==> run_1/cell_classes.png <==
(4 px per um) Fill, decap, tap and diode cells in gray.
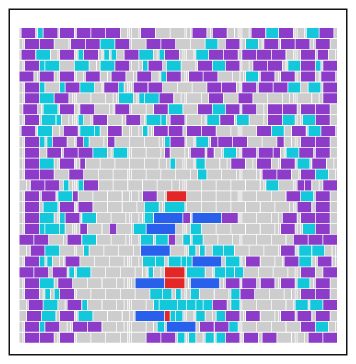
==> run_1/met3.png <==
(6 px per um)
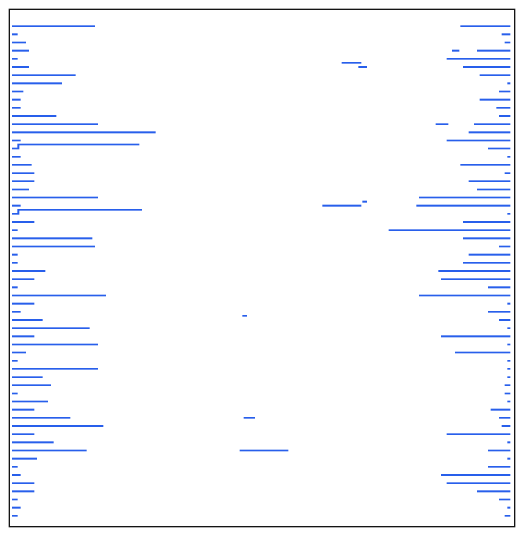
==> run_1/drive_strength.png <==
(4 px per um)
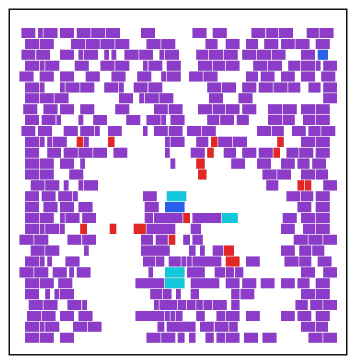
==> run_1/final_congestion.png <==
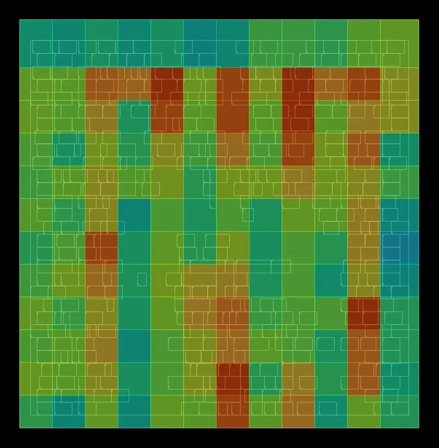
## src/rtl/ft_pkg.sv

```systemverilog
// Shared types and core-select constants for the duplex FT recovery sequencer.
package ft_pkg;

    typedef enum logic [2:0] {
        IDLE  = 3'd0,
        READ  = 3'd1,
        WRITE = 3'd2,
        VRD   = 3'd3,
        VCMP  = 3'd4,
        PC    = 3'd5,
        DONE  = 3'd6
    } rec_state_e;

    localparam logic CORE_A = 1'b0;
    localparam logic CORE_B = 1'b1;

    // The faulty (target) core is whichever core is not the healthy source.
    function automatic logic is_target(input logic core, input logic src);
        return (core != src);
    endfunction

endpackage

```

## src/rtl/ft_recovery_sequencer.sv

```systemverilog
// Copies the healthy core's register file and PC into the faulty core after a recover pulse.
// Optional read-back verify with bounded retry is enabled by defining FT_RECOVERY_VERIFY_EN.
module ft_recovery_sequencer
    import ft_pkg::*;
#(
    parameter int NUM_REGS   = 32,
    parameter int ADDR_WIDTH = 5,
    parameter int DATA_WIDTH = 32,
    parameter int MAX_RETRY  = 3
) (
    input  logic                  clk_i,
    input  logic                  rst_ni,
    input  logic                  start_i,
    input  logic                  src_sel_i,
    output logic [ADDR_WIDTH-1:0] rf_raddr_o,
    input  logic [DATA_WIDTH-1:0] rf_rdata_a_i,
    input  logic [DATA_WIDTH-1:0] rf_rdata_b_i,
    output logic [ADDR_WIDTH-1:0] rf_waddr_o,
    output logic [DATA_WIDTH-1:0] rf_wdata_o,
    output logic                  rf_we_a_o,
    output logic                  rf_we_b_o,
    input  logic [DATA_WIDTH-1:0] pc_a_i,
    input  logic [DATA_WIDTH-1:0] pc_b_i,
    output logic [DATA_WIDTH-1:0] pc_o,
    output logic                  pc_we_a_o,
    output logic                  pc_we_b_o,
    output logic                  busy_o,
    output logic                  done_o,
    output logic                  fail_o
);

    localparam logic [ADDR_WIDTH-1:0] ADDR_FIRST = ADDR_WIDTH'(1);
    localparam logic [ADDR_WIDTH-1:0] ADDR_LAST  = ADDR_WIDTH'(NUM_REGS - 1);

    if ((2 ** ADDR_WIDTH) < NUM_REGS || MAX_RETRY < 0) begin : g_cfg_err
        $error("ft_recovery_sequencer: ADDR_WIDTH too small for NUM_REGS or negative MAX_RETRY");
    end

    rec_state_e            state_r;
    rec_state_e            state_s;
    logic [ADDR_WIDTH-1:0] addr_r;
    logic                  src_r;
    logic                  addr_last_s;
    logic                  advance_s;
    logic [DATA_WIDTH-1:0] src_rdata_s;
    logic [DATA_WIDTH-1:0] src_pc_s;
    logic [DATA_WIDTH-1:0] wdata_s;

    assign addr_last_s = (addr_r == ADDR_LAST);
    assign src_rdata_s = (src_r == CORE_B) ? rf_rdata_b_i : rf_rdata_a_i;
    assign src_pc_s    = (src_r == CORE_B) ? pc_b_i : pc_a_i;

`ifdef FT_RECOVERY_VERIFY_EN
    localparam int RETRY_W = (MAX_RETRY < 1) ? 1 : $clog2(MAX_RETRY + 1);

    logic [RETRY_W-1:0]    retry_r;
    logic [DATA_WIDTH-1:0] data_q_r;
    logic [DATA_WIDTH-1:0] tgt_rdata_s;
    logic                  match_s;
    logic                  give_up_s;
    logic                  fail_r;

    assign tgt_rdata_s = (src_r == CORE_B) ? rf_rdata_a_i : rf_rdata_b_i;
    assign match_s     = (tgt_rdata_s == data_q_r);
    assign advance_s   = (state_r == VCMP) && match_s;
    assign give_up_s   = (state_r == VCMP) && !match_s && (retry_r == RETRY_W'(MAX_RETRY));
    // A retry replays the captured word; the source port is not re-read.
    assign wdata_s     = (retry_r == {RETRY_W{1'b0}}) ? src_rdata_s : data_q_r;
    assign fail_o      = fail_r;
`else
    assign advance_s   = (state_r == WRITE);
    assign wdata_s     = src_rdata_s;
    assign fail_o      = 1'b0;
`endif

    // FSM state register
    always_ff @(posedge clk_i) begin
        if (!rst_ni) begin
            state_r <= IDLE;
        end else begin
            state_r <= state_s;
        end
    end

    // Copy address, latched source core and verify bookkeeping
    always_ff @(posedge clk_i) begin
        if (!rst_ni) begin
            addr_r   <= ADDR_FIRST;
            src_r    <= CORE_A;
`ifdef FT_RECOVERY_VERIFY_EN
            retry_r  <= {RETRY_W{1'b0}};
            data_q_r <= {DATA_WIDTH{1'b0}};
            fail_r   <= 1'b0;
`endif
        end else if (state_r == IDLE && start_i) begin
            addr_r   <= ADDR_FIRST;
            src_r    <= src_sel_i;
`ifdef FT_RECOVERY_VERIFY_EN
            retry_r  <= {RETRY_W{1'b0}};
            fail_r   <= 1'b0;
`endif
        end else begin
            if (advance_s && !addr_last_s) begin
                addr_r <= addr_r + ADDR_FIRST;
            end
`ifdef FT_RECOVERY_VERIFY_EN
            if (state_r == WRITE && retry_r == {RETRY_W{1'b0}}) begin
                data_q_r <= src_rdata_s;
            end
            if (advance_s) begin
                retry_r <= {RETRY_W{1'b0}};
            end else if (state_r == VCMP && !give_up_s) begin
                retry_r <= retry_r + RETRY_W'(1);
            end
            if (give_up_s) begin
                fail_r <= 1'b1;
            end
`endif
        end
    end

    // Next-state decode
    always_comb begin
        state_s = state_r;
        case (state_r)
            IDLE:    state_s = start_i ? READ : IDLE;
            READ:    state_s = WRITE;
`ifdef FT_RECOVERY_VERIFY_EN
            WRITE:   state_s = VRD;
            VRD:     state_s = VCMP;
            VCMP: begin
                if (match_s) begin
                    state_s = addr_last_s ? PC : READ;
                end else if (give_up_s) begin
                    state_s = DONE;
                end else begin
                    state_s = WRITE;
                end
            end
`else
            WRITE:   state_s = addr_last_s ? PC : READ;
`endif
            PC:      state_s = DONE;
            DONE:    state_s = IDLE;
            default: state_s = IDLE;
        endcase
    end

    // Output decode from the registered state only; enables never depend on inputs
    always_comb begin
        rf_raddr_o = {ADDR_WIDTH{1'b0}};
        rf_waddr_o = {ADDR_WIDTH{1'b0}};
        rf_wdata_o = {DATA_WIDTH{1'b0}};
        rf_we_a_o  = 1'b0;
        rf_we_b_o  = 1'b0;
        pc_o       = {DATA_WIDTH{1'b0}};
        pc_we_a_o  = 1'b0;
        pc_we_b_o  = 1'b0;
        done_o     = 1'b0;
        busy_o     = (state_r != IDLE);
        case (state_r)
            READ:    rf_raddr_o = addr_r;
            WRITE: begin
                rf_waddr_o = addr_r;
                rf_wdata_o = wdata_s;
                rf_we_a_o  = is_target(CORE_A, src_r);
                rf_we_b_o  = is_target(CORE_B, src_r);
            end
`ifdef FT_RECOVERY_VERIFY_EN
            VRD:     rf_raddr_o = addr_r;
`endif
            PC: begin
                pc_o      = src_pc_s;
                pc_we_a_o = is_target(CORE_A, src_r);
                pc_we_b_o = is_target(CORE_B, src_r);
            end
            DONE:    done_o = 1'b1;
            default: done_o = 1'b0;
        endcase
    end

endmodule
```

## config.mk

```make
export PLATFORM = sky130hd
export DESIGN_NAME = ft_recovery_sequencer
export DESIGN_NICKNAME = d
export VERILOG_FILES = /design/src/rtl/ft_pkg.sv /design/src/rtl/ft_recovery_sequencer.sv
export SDC_FILE = /design/constraint.sdc
export NUM_CORES = 1
export LEC_CHECK = 0
export CORE_AREA = 2 2 82 84
export DETAILED_ROUTE_END_ITERATION = 8
export DIE_AREA = 0 0 84 86
export GPL_TIMING_DRIVEN = 0
export PLACE_DENSITY_LB_ADDON = 0.25
export SYNTH_ARGS = -nofsm -noshare
export SYNTH_HDL_FRONTEND = slang
export SYNTH_SLANG_ARGS = --single-unit
```

## constraint.sdc

```tcl
create_clock -name clk_i -period 3.3 [get_ports clk_i]
set_clock_uncertainty 0.1 [all_clocks]
set_input_delay 0.825 -clock clk_i [delete_from_list [all_inputs] [get_ports clk_i]]
set_output_delay 0.825 -clock clk_i [all_outputs]
set_load 0.01 [all_outputs]
```

==> results.ini, run 1 <==
[critical_path]
worst_path_depth = 5
regToRegEndpoint = addr_r[3]$_SDFFE_PP0P_
timing.reg2reg.worst_path_depth = 6
critPathCapture = rf_wdata_o[8]
worst_ep_required_time_ps = 2370
critPathMostFrequentCell = buf_2
setup.worst_path.start_class = register
cpLargestDelayFamily = buffers and inverters
register_to_register_setup_slack_ps = 1140
worst_path_cell_trace = or3b_2 > buf_2 > buf_2 > nor2_1 > clkdlybuf4s50_1
timing.critical_path.to_type = primary output
crit_path_top_delay_cell = clkdlybuf4s50_1

[die]
placement_rows = 29
fp.dieH_um = 86
fp.dieArea_mm2 = 0.00722
initCoreUtil = 0.211

[synthesis]
postSynthSeqShare = 0.136
ys_chip_area_mm2 = 0.00133
yosys.area_share.adder = 0.0189
post-synth-top-area-fraction = 0.249
post_synth_num_cell_types = 31
yosys.area_share.xor_xnor = 0.00661
area_leaders = mux2i_1 25%, a22o_1 21%, dfxtp_1 14%
number_of_register_bits_inferred_by_synthesis = 9
multiplexer_share_of_the_synthesized_area = 0.249
synth-cells-yosys = 175
synth_area_mm2 = 0.00133
synth.net_count = 309
common_cells = 37 x nor2_1, 33 x mux2i_1, 32 x a22o_1, 10 x and2_1, 10 x buf_2
synth_async_sr_flop_share = 0
synth-main-ff-cell = dfxtp_1
synth_cells = 175
yosys.cell_count.top_type = nor2_1

[finish]
final_cell_area_mm2 = 0.00358
drive_above_1_share = 0.0591
mostFrequentLayoutCell = clkdlybuf4s50_1
num-nets-final = 524
layout_top_cells = 211 x clkdlybuf4s50_1, 35 x nor2_1, 33 x mux2i_1, 32 x a22o_1
number_of_flip_flops_under_the_largest_register_name = 5
ff_latch_area_um2 = 180
layout.non_clock_buffers = 228
comb_area_mm2 = 0.00105
fillCellCount = 596
inverters = 2
logic_gate_count = 146
finish.cell_count_without_fillers = 466
synthToLayoutAreaGrowth_pct = 170
dominant_cells = non-clock buffers
final.clkbuf_count = 4
signal_buffer_area_fraction = 0.615

[cts]
root_buffer_cell = clkbuf_8
cts_max_path_buffers = 2
clkSlewWorstSetupHoldPaths_ps = 40
ctsResizeCount = 2
depth_of_the_cts_h_tree = 1
insertion_delay_ps = 230
number_of_buffers_created_by_cts = 3
cts.sink_count = 9

[global_routing]
grt_antenna_before_repair = 0
grt.total_usage = 0.175
grt-ovfl-total = 0
grt_pass1_wl_mm = 10.2
pin_count_of_the_biggest_net_entering_global_routing = 12
grt_pass1_vias = 2056

[power_and_ir_drop]
cell_internal_pwr_uw = 391
seq_power_share = 0.224
powerClk_uw = 127
power.density_mw_per_mm2 = 143
p_comb_uw = 271
max-vdd-ir-drop_mv = 0.108
sw_frac_of_total = 0.239
share_comb_of_total_power = 0.528
relative_contribution_of_the_clock_network_to_total_power = 0.248
power_top_consumer = combinational logic
power.net_switching_uw = 123
pg_seq_uw = 115

[placement]
gpl.final_weighted_congestion = 0.780
port_buffers = 211
pre_cts_slack_ps = 133
placedCellCount = 463

[drt]
postRouteAntennaNets = 0
dr.first_iter.drc_count = 56
detail_route.wl_per_cell_um = 14.9
route.met3.wl_um = 681
highest-signal-layer = met4
drtPass1Iterations = 4
vias_per_cell = 4.56
drc = 0

[final_timing]
fin_ws_ps = 145
unrepaired_setup_endpoints_after_global_routing = false
min_period_ps = 3160
whs_ps = 399
count_of_pins_over_their_slew_limit = 0
slew_at_the_pin_with_the_worst_max_slew_slack_ps = 663
max_freq_mhz = 317
final-hold-violation-count = 0
setup_viol = 0
final.setup.tns_ps = 0
timing.max_slew.rel_slack = 0.558

[outcome]
status = finished clean

[min_path]
hold_depth = 2
hold_path_endpoint = addr_r[4]$_SDFFE_PP0P_

[flow_run]
max_cap_violations = 0

Notes on cell_classes.png above:
Key: other buffers and delay cells = purple [cells 228]; flip-flops = blue [cells 9]; all other logic = cyan [cells 148]; clock drivers and dummy loads = red [cells 4]

Notes on met3.png above:
The wires run mostly horizontal. The layer carries 682 um of wire. The layer holds 9.8% of the routed length. 128 nets have wire on it. The longest straight run is 23.7 um.

Notes on drive_strength.png above:
Key: drive 3 to 4 = blue [cells 2, share 0.51%]; drive 6 and up = cyan [cells 4, share 1.0%]; drive 1 or less = purple [cells 366, share 94%]; drive 2 = red [cells 17, share 4.4%]

Notes on final_congestion.png above:
M2 GR Usage: 0.351
Global Route met3 Usage: 0.0606
utilization of the core after routing: 0.571

==> run 1: worst reg2reg max path, stage by stage (launching register included) <==
cell and delay, ps:
dfxtp_1 350, ha_1 220, and3_1 180, ha_1 210
or4b_4 530, or3_1 360, a21oi_1 140
==> run 1: per-layer routing <==
layer / vias to the layer above / global-route usage
met5: - / 0
met4: 0 / 0.0337
met3: 6 / 0.0606
met2: 135 / 0.351
met1: 926 / 0.173
li1: 1060 / -
==> run 1: cell families (layout without fill, tap and decap cells) <==
group                    after synthesis  count (layout)
AND-OR/OR-AND                         39              39
multiplexers                          33              33
XOR/XNOR                               1               1
other                                  1               1
buffers and inverters                 20             234
adder cells (fa/ha/maj)                2               2
AND/OR/NAND/NOR                       70              70
flip-flops                             9               9
==> run_1/gate_families.png <==
(4 px per um)
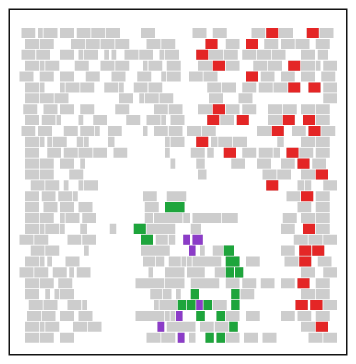

## Run 2: what changed since run 1
--- a/config.mk
+++ b/config.mk
@@ -10,6 +10,7 @@
 export DIE_AREA = 0 0 84 86
 export GPL_TIMING_DRIVEN = 0
 export PLACE_DENSITY_LB_ADDON = 0.25
+export SETUP_SLACK_MARGIN = 0.5
 export SYNTH_ARGS = -nofsm -noshare
 export SYNTH_HDL_FRONTEND = slang
 export SYNTH_SLANG_ARGS = --single-unit
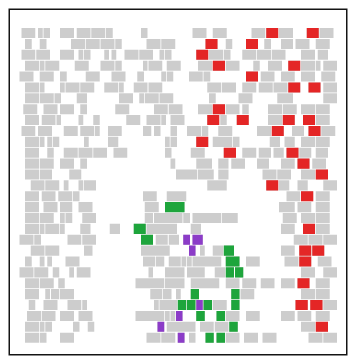
(run_2/gate_families.png)
(4 px per um)
Key: AND and OR gates = green [cells 18, most used and2_1, where south]; AND-OR and OR-AND gates = red [cells 32, most used a22o_1]; inverting AOI/OAI gates = purple [cells 7, most used a21oi_1, where south]

==> run 2 against run 1 <==
  * Core utilization down 1.4 points
  * Hold slack worse by 1.8 ps
  * Area after synthesis unchanged
  * Largest cell class unchanged
==> results.ini, run 2 <==
[synthesis]
synth_cells = 175
synth_async_sr_flop_share = 0
number_of_register_bits_inferred_by_synthesis = 9
ys_chip_area_mm2 = 0.00133
synth-main-ff-cell = dfxtp_1
postSynthSeqShare = 0.136
synth_area_mm2 = 0.00133
post-synth-top-area-fraction = 0.249
synth.net_count = 309

[finish]
number_of_flip_flops_under_the_largest_register_name = 5
mostFrequentLayoutCell = clkdlybuf4s50_1
seq_share = 0.0520
inverters = 2
layout_top_cells = 161 x clkdlybuf4s50_1, 33 x mux2i_1, 32 x nor2_1, 32 x a22o_1, 28 x clkbuf_2
dominant_cells = non-clock buffers
fillCellCount = 617
ff_latch_area_um2 = 181
drive_above_1_share = 0.192
comb_area_mm2 = 0.00107
finish.cell_count_without_fillers = 472
signal_buffer_area_fraction = 0.599
layout.non_clock_buffers = 234
final_core_util = 0.556
logic_gate_count = 146
final.clkbuf_count = 4
num-nets-final = 530
final_cell_area_mm2 = 0.00349

[drt]
detail_route.wl_per_cell_um = 14.9
highest-signal-layer = met4
drc = 0
vias_per_cell = 4.60
route.met3.wl_um = 676

[critical_path]
regToRegEndpoint = addr_r[3]$_SDFFE_PP0P_
critPathCapture = pc_o[30]
register_to_register_setup_slack_ps = 1130
worst_path_depth = 6
cpLargestDelayFamily = buffers and inverters
setup.worst_path.start_class = register
timing.critical_path.to_type = primary output
worst_path_cell_trace = buf_8 > nand3b_1 > nor2_4 > buf_4 > a22o_1 > clkdlybuf4s50_1
worst_ep_required_time_ps = 2370
crit_path_top_delay_cell = clkdlybuf4s50_1

[flow_run]
tool_warnings = 28
max_cap_violations = 0

[global_routing]
pin_count_of_the_biggest_net_entering_global_routing = 11
grt_most_used_layer = met2
grt_antenna_before_repair = 0
grt-ovfl-total = 0
grt_pass1_vias = 2065
grt_pass1_wl_mm = 10.3

[final_timing]
count_of_pins_over_their_slew_limit = 0
fin_ws_ps = 344
final.setup.tns_ps = 0
whs_ps = 397
final-hold-violation-count = 0
slew_at_the_pin_with_the_worst_max_slew_slack_ps = 603
setup_viol = 0
max_freq_mhz = 338
unrepaired_setup_endpoints_after_global_routing = true

[cts]
cts.sink_count = 9
clkSlewWorstSetupHoldPaths_ps = 50
cts_max_path_buffers = 2
ctsResizeCount = 118
number_of_buffers_created_by_cts = 3
root_buffer_cell = clkbuf_8
depth_of_the_cts_h_tree = 1

[outcome]
status = finished clean

[power_and_ir_drop]
p_comb_uw = 266
sw_frac_of_total = 0.245
power_top_consumer = combinational logic
power.net_switching_uw = 125
max-vdd-ir-drop_mv = 0.108
pg_seq_uw = 114
relative_contribution_of_the_clock_network_to_total_power = 0.252
share_comb_of_total_power = 0.523
power.density_mw_per_mm2 = 146
powerClk_uw = 128
cell_internal_pwr_uw = 384

[die]
fp.dieH_um = 86
fp.dieArea_mm2 = 0.00722
placement_rows = 29

[placement]
gpl.final_weighted_congestion = 0.780
placedCellCount = 463
port_buffers = 211
pre_cts_slack_ps = 133

[min_path]
hold_depth = 2

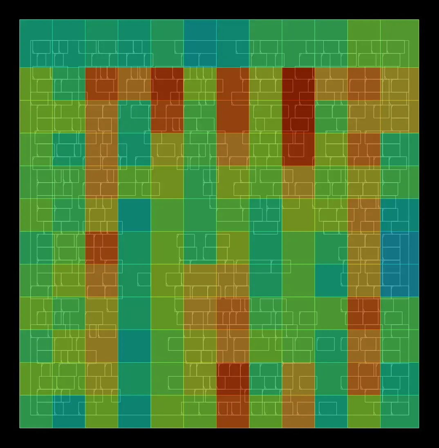
(run_2/final_congestion.png)
M2 GR Usage: 0.358
Global Route met3 Usage: 0.0597

-- run 2: cell types whose count changed in the layout (fill, tap and decap cells not counted) --
cell,change
buf_1,-3
buf_2,+6
buf_4,+12
buf_6,+2
buf_8,+1
clkbuf_2,+26
clkbuf_8,+2
clkdlybuf4s50_1,-50
dfxtp_1,-1
dfxtp_2,+1
dlygate4sd2_1,+10
nor2_1,-3
nor2_2,+1
nor2_4,+2
-- run 2: logic make-up after synthesis --
| logic type | after synthesis | share of synthesized area |
|---|---|---|
| and+or+nand+nor | 70 | 0.272 |
| AOI/OAI and AO/OA | 39 | 0.240 |
| muxes | 33 | 0.249 |
| buffers and inverters | 20 | 0.0746 |
| DFF | 9 | 0.136 |
| adders and majority gates | 2 | 0.0189 |
| other | 1 | 0.00283 |
| xor gates and xnor gates | 1 | 0.00661 |
==> run_2/cell_classes.png <==
(4 px per um) Fill, decap, tap and diode cells in gray.
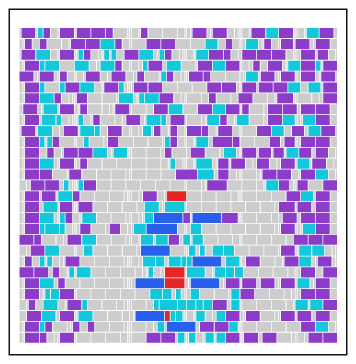

## Run 3: what changed since run 2
--- a/config.mk
+++ b/config.mk
@@ -11,6 +11,7 @@
 export GPL_TIMING_DRIVEN = 0
 export PLACE_DENSITY_LB_ADDON = 0.25
 export SETUP_SLACK_MARGIN = 0.5
+export SLEW_MARGIN = 30
 export SYNTH_ARGS = -nofsm -noshare
 export SYNTH_HDL_FRONTEND = slang
 export SYNTH_SLANG_ARGS = --single-unit
==> constraint.sdc (replaced) <==
create_clock -name clk_i -period 3.2 [get_ports clk_i]
set_clock_uncertainty 0.1 [all_clocks]
set_input_delay 0.8 -clock clk_i [delete_from_list [all_inputs] [get_ports clk_i]]
set_output_delay 0.8 -clock clk_i [all_outputs]
set_load 0.01 [all_outputs]
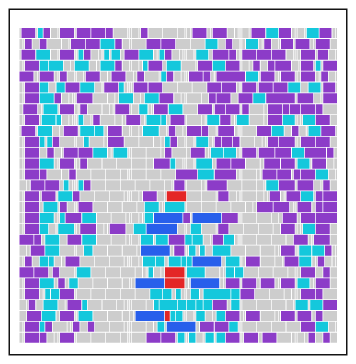
(run_3/cell_classes.png)
(4 px per um) Fill, decap, tap and diode cells in gray.
post-route design area: 0.00368 mm^2
number of placement rows: 29
share of the final layout cell area in sequential cells: 0.0493

==> run 3 against run 2 <==
  * Combinational power grew 8.3%
  * Synthesized cell count is the same
  * Count of clock-buffer cells in the layout is the same
  * Critical path depth grew 1
  * Global-route usage grew 1.0 points
  * Core utilization grew 3.0 points
==> results.ini, run 3 <==
[critical_path]
slowest_delay_ps = 330
setup.worst_path.start_class = register
worst_ep_required_time_ps = 2300
setup.worst_path.start = state_r[1]$_SDFF_PN0_
timing.reg2reg.worst_path_depth = 6
worst_path_cell_trace = buf_8 > nand3b_1 > nor2_4 > buf_4 > buf_6 > a22o_1 > dlygate4sd2_1
cpLargestDelayFamily = buffers and inverters
worst_path_depth = 7
register_to_register_setup_slack_ps = 1020
critPathCapture = pc_o[24]
timing.critical_path.to_type = primary output
reg2reg_from = addr_r[0]$_SDFFE_PP1P_
critPathBufInv = 4
worst-endpoint-arrival_ps = 1770
regToRegEndpoint = addr_r[3]$_SDFFE_PP0P_
type_of_the_setup_path_with_the_least_slack = reg2out
cp_max_fo = 10
crit_path_top_delay_cell = dfxtp_2

[die]
initCoreUtil = 0.211
fp.dieH_um = 86
fp.dieArea_mm2 = 0.00722
fp.coreArea_mm2 = 0.00628
top_level_ports = 213
die_x_um = 84

[synthesis]
synth-main-ff-cell = dfxtp_1
yosys.cell_count.top_type = nor2_1
ys_chip_area_mm2 = 0.00133
synth_async_sr_flop_share = 0
synth-cells-yosys = 175
postSynthSeqShare = 0.136
post-synth-top-area-fraction = 0.249
area_leaders = mux2i_1 25%, a22o_1 21%, dfxtp_1 14%
synth_cells = 175
enable_flop_cells = 0
post_synth_num_cell_types = 31
common_cells = 37 x nor2_1, 33 x mux2i_1, 32 x a22o_1, 10 x and2_1, 10 x buf_2
synth_warn = 0
synth_top_cell_by_area = mux2i_1
synth_area_per_cell_um2 = 7.57
number_of_register_bits_inferred_by_synthesis = 9
synth_area_mm2 = 0.00133
synth.net_count = 309

[global_routing]
grt_pass1_vias = 2194
pin_count_of_the_biggest_net_entering_global_routing = 11
grt_most_used_layer = met2
grt-ovfl-total = 0
grt_util_met2 = 0.388
grt.total_usage = 0.187
groute.layer.met3.usage = 0.0549
grt_antenna_before_repair = 0
grt_pass1_wl_mm = 11.0
grt_util_met1 = 0.180

[drt]
highest-signal-layer = met4
drtPass1Iterations = 4
detail_route.wirelength.met1_mm = 2.52
detail_route.wl_per_cell_um = 15.4
dr.first_iter.drc_count = 55
dr_wl_met2_mm = 4.27
drc = 0
route.met3.wl_um = 634
wirelength_mm = 7.54
postRouteAntennaNets = 0
detailroute.via_count = 2269
vias_per_cell = 4.64

[placement]
dpl.hpwl_mm = 6.08
gpl.final_weighted_congestion = 0.780
pre_cts_slack_ps = 57.9
dpl_cell_area_mm2 = 0.00353
placedCellCount = 463
port_buffers = 211

[finish]
mostFrequentLayoutCell = clkdlybuf4s50_1
final_core_util = 0.586
register_with_the_most_flip_flops = addr_r
num_antenna_cells = 0
drive_above_1_share = 0.311
finish.cell_count_without_fillers = 489
largest_registers = addr_r x5, state_r x3, src_r x1
number_of_flip_flops_under_the_largest_register_name = 5
fillCellCount = 605
synthToLayoutAreaGrowth_pct = 178
layout_top_cells = 143 x clkdlybuf4s50_1, 56 x buf_2, 33 x mux2i_1, 32 x a22o_1, 22 x nor2_1
num-nets-final = 547

[final_timing]
final-hold-violation-count = 0
timing.max_slew.rel_slack = 0.590
max_freq_mhz = 375
whs_ps = 396
count_of_pins_over_their_slew_limit = 0
min_period_ps = 2670
finalClockPeriodUsage = 0.834
fin_ws_ps = 531
setup_viol = 0
slew_at_the_pin_with_the_worst_max_slew_slack_ps = 607
final.setup.tns_ps = 0
unrepaired_setup_endpoints_after_global_routing = true

[cts]
depth_of_the_cts_h_tree = 1
clkSlewWorstSetupHoldPaths_ps = 50
number_of_buffers_created_by_cts = 3
holdBufCountCts = 0
ctsResizeCount = 273
insertion_delay_ps = 230
post-cts-setup-buffer-count = 16
tritoncts = yes
cts.sink_count = 9
cts_max_path_buffers = 2
root_buffer_cell = clkbuf_8

[flow_run]
max_cap_violations = 0
tool_warnings = 28

[power_and_ir_drop]
seq_power_share = 0.219
sw_frac_of_total = 0.252
power.density_mw_per_mm2 = 146
power_top_consumer = combinational logic
pg_seq_uw = 118
share_comb_of_total_power = 0.535
totalPowerFinal_uw = 539
relative_contribution_of_the_clock_network_to_total_power = 0.246
power.net_switching_uw = 136
cellLeakagePower_uw = 0.00165
powerClk_uw = 133
max-vdd-ir-drop_mv = 0.115
p_comb_uw = 288
cell_internal_pwr_uw = 404

[min_path]
hold_removal_path_class = reg2reg
min_from = addr_r[4]$_SDFFE_PP0P_
hold_path_endpoint = addr_r[4]$_SDFFE_PP0P_
hold_depth = 2

[outcome]
status = finished clean

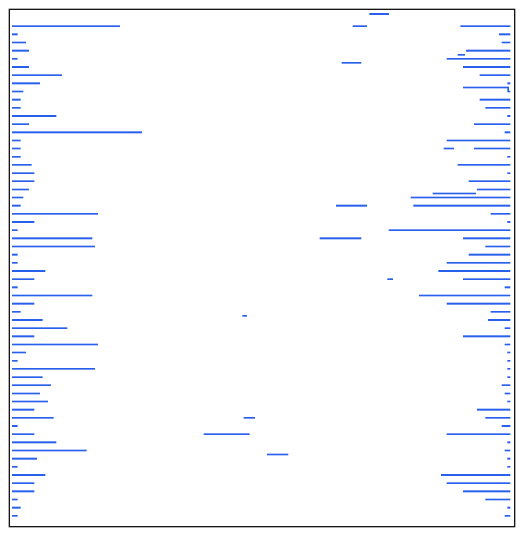
(run_3/met3.png)
(6 px per um)
The wires run mostly horizontal. The layer holds 8.4% of the routed length. 131 nets have wire on it.

==> run 3: cell counts after synthesis <==
No cell type changed its count.
==> run 3: logic make-up (layout without fill, tap and decap cells) <==
group,Yosys count,in the layout,synth area share
muxes,33,33,0.249
other,1,1,0.00283
AOI/OAI and AO/OA,39,39,0.240
DFF,9,9,0.136
adders and majority gates,2,2,0.0189
and+or+nand+nor,70,70,0.272
buffers and inverters,20,257,0.0746
xor gates and xnor gates,1,1,0.00661
==> run 3: layout make-up <==
class                           instances  area, um^2  area share
Tap cell                               77        96.3      0.0262
Multi-Input combinational cell        146        1120       0.304
Buffer                                 18         188      0.0510
Timing Repair Buffer                  233        2040       0.555
Inverter                                2        7.51     0.00204
Clock buffer                            4        45.0      0.0122
Sequential cell                         9         181      0.0493
No activity file was given, so power comes from the tool's default toggle rates.
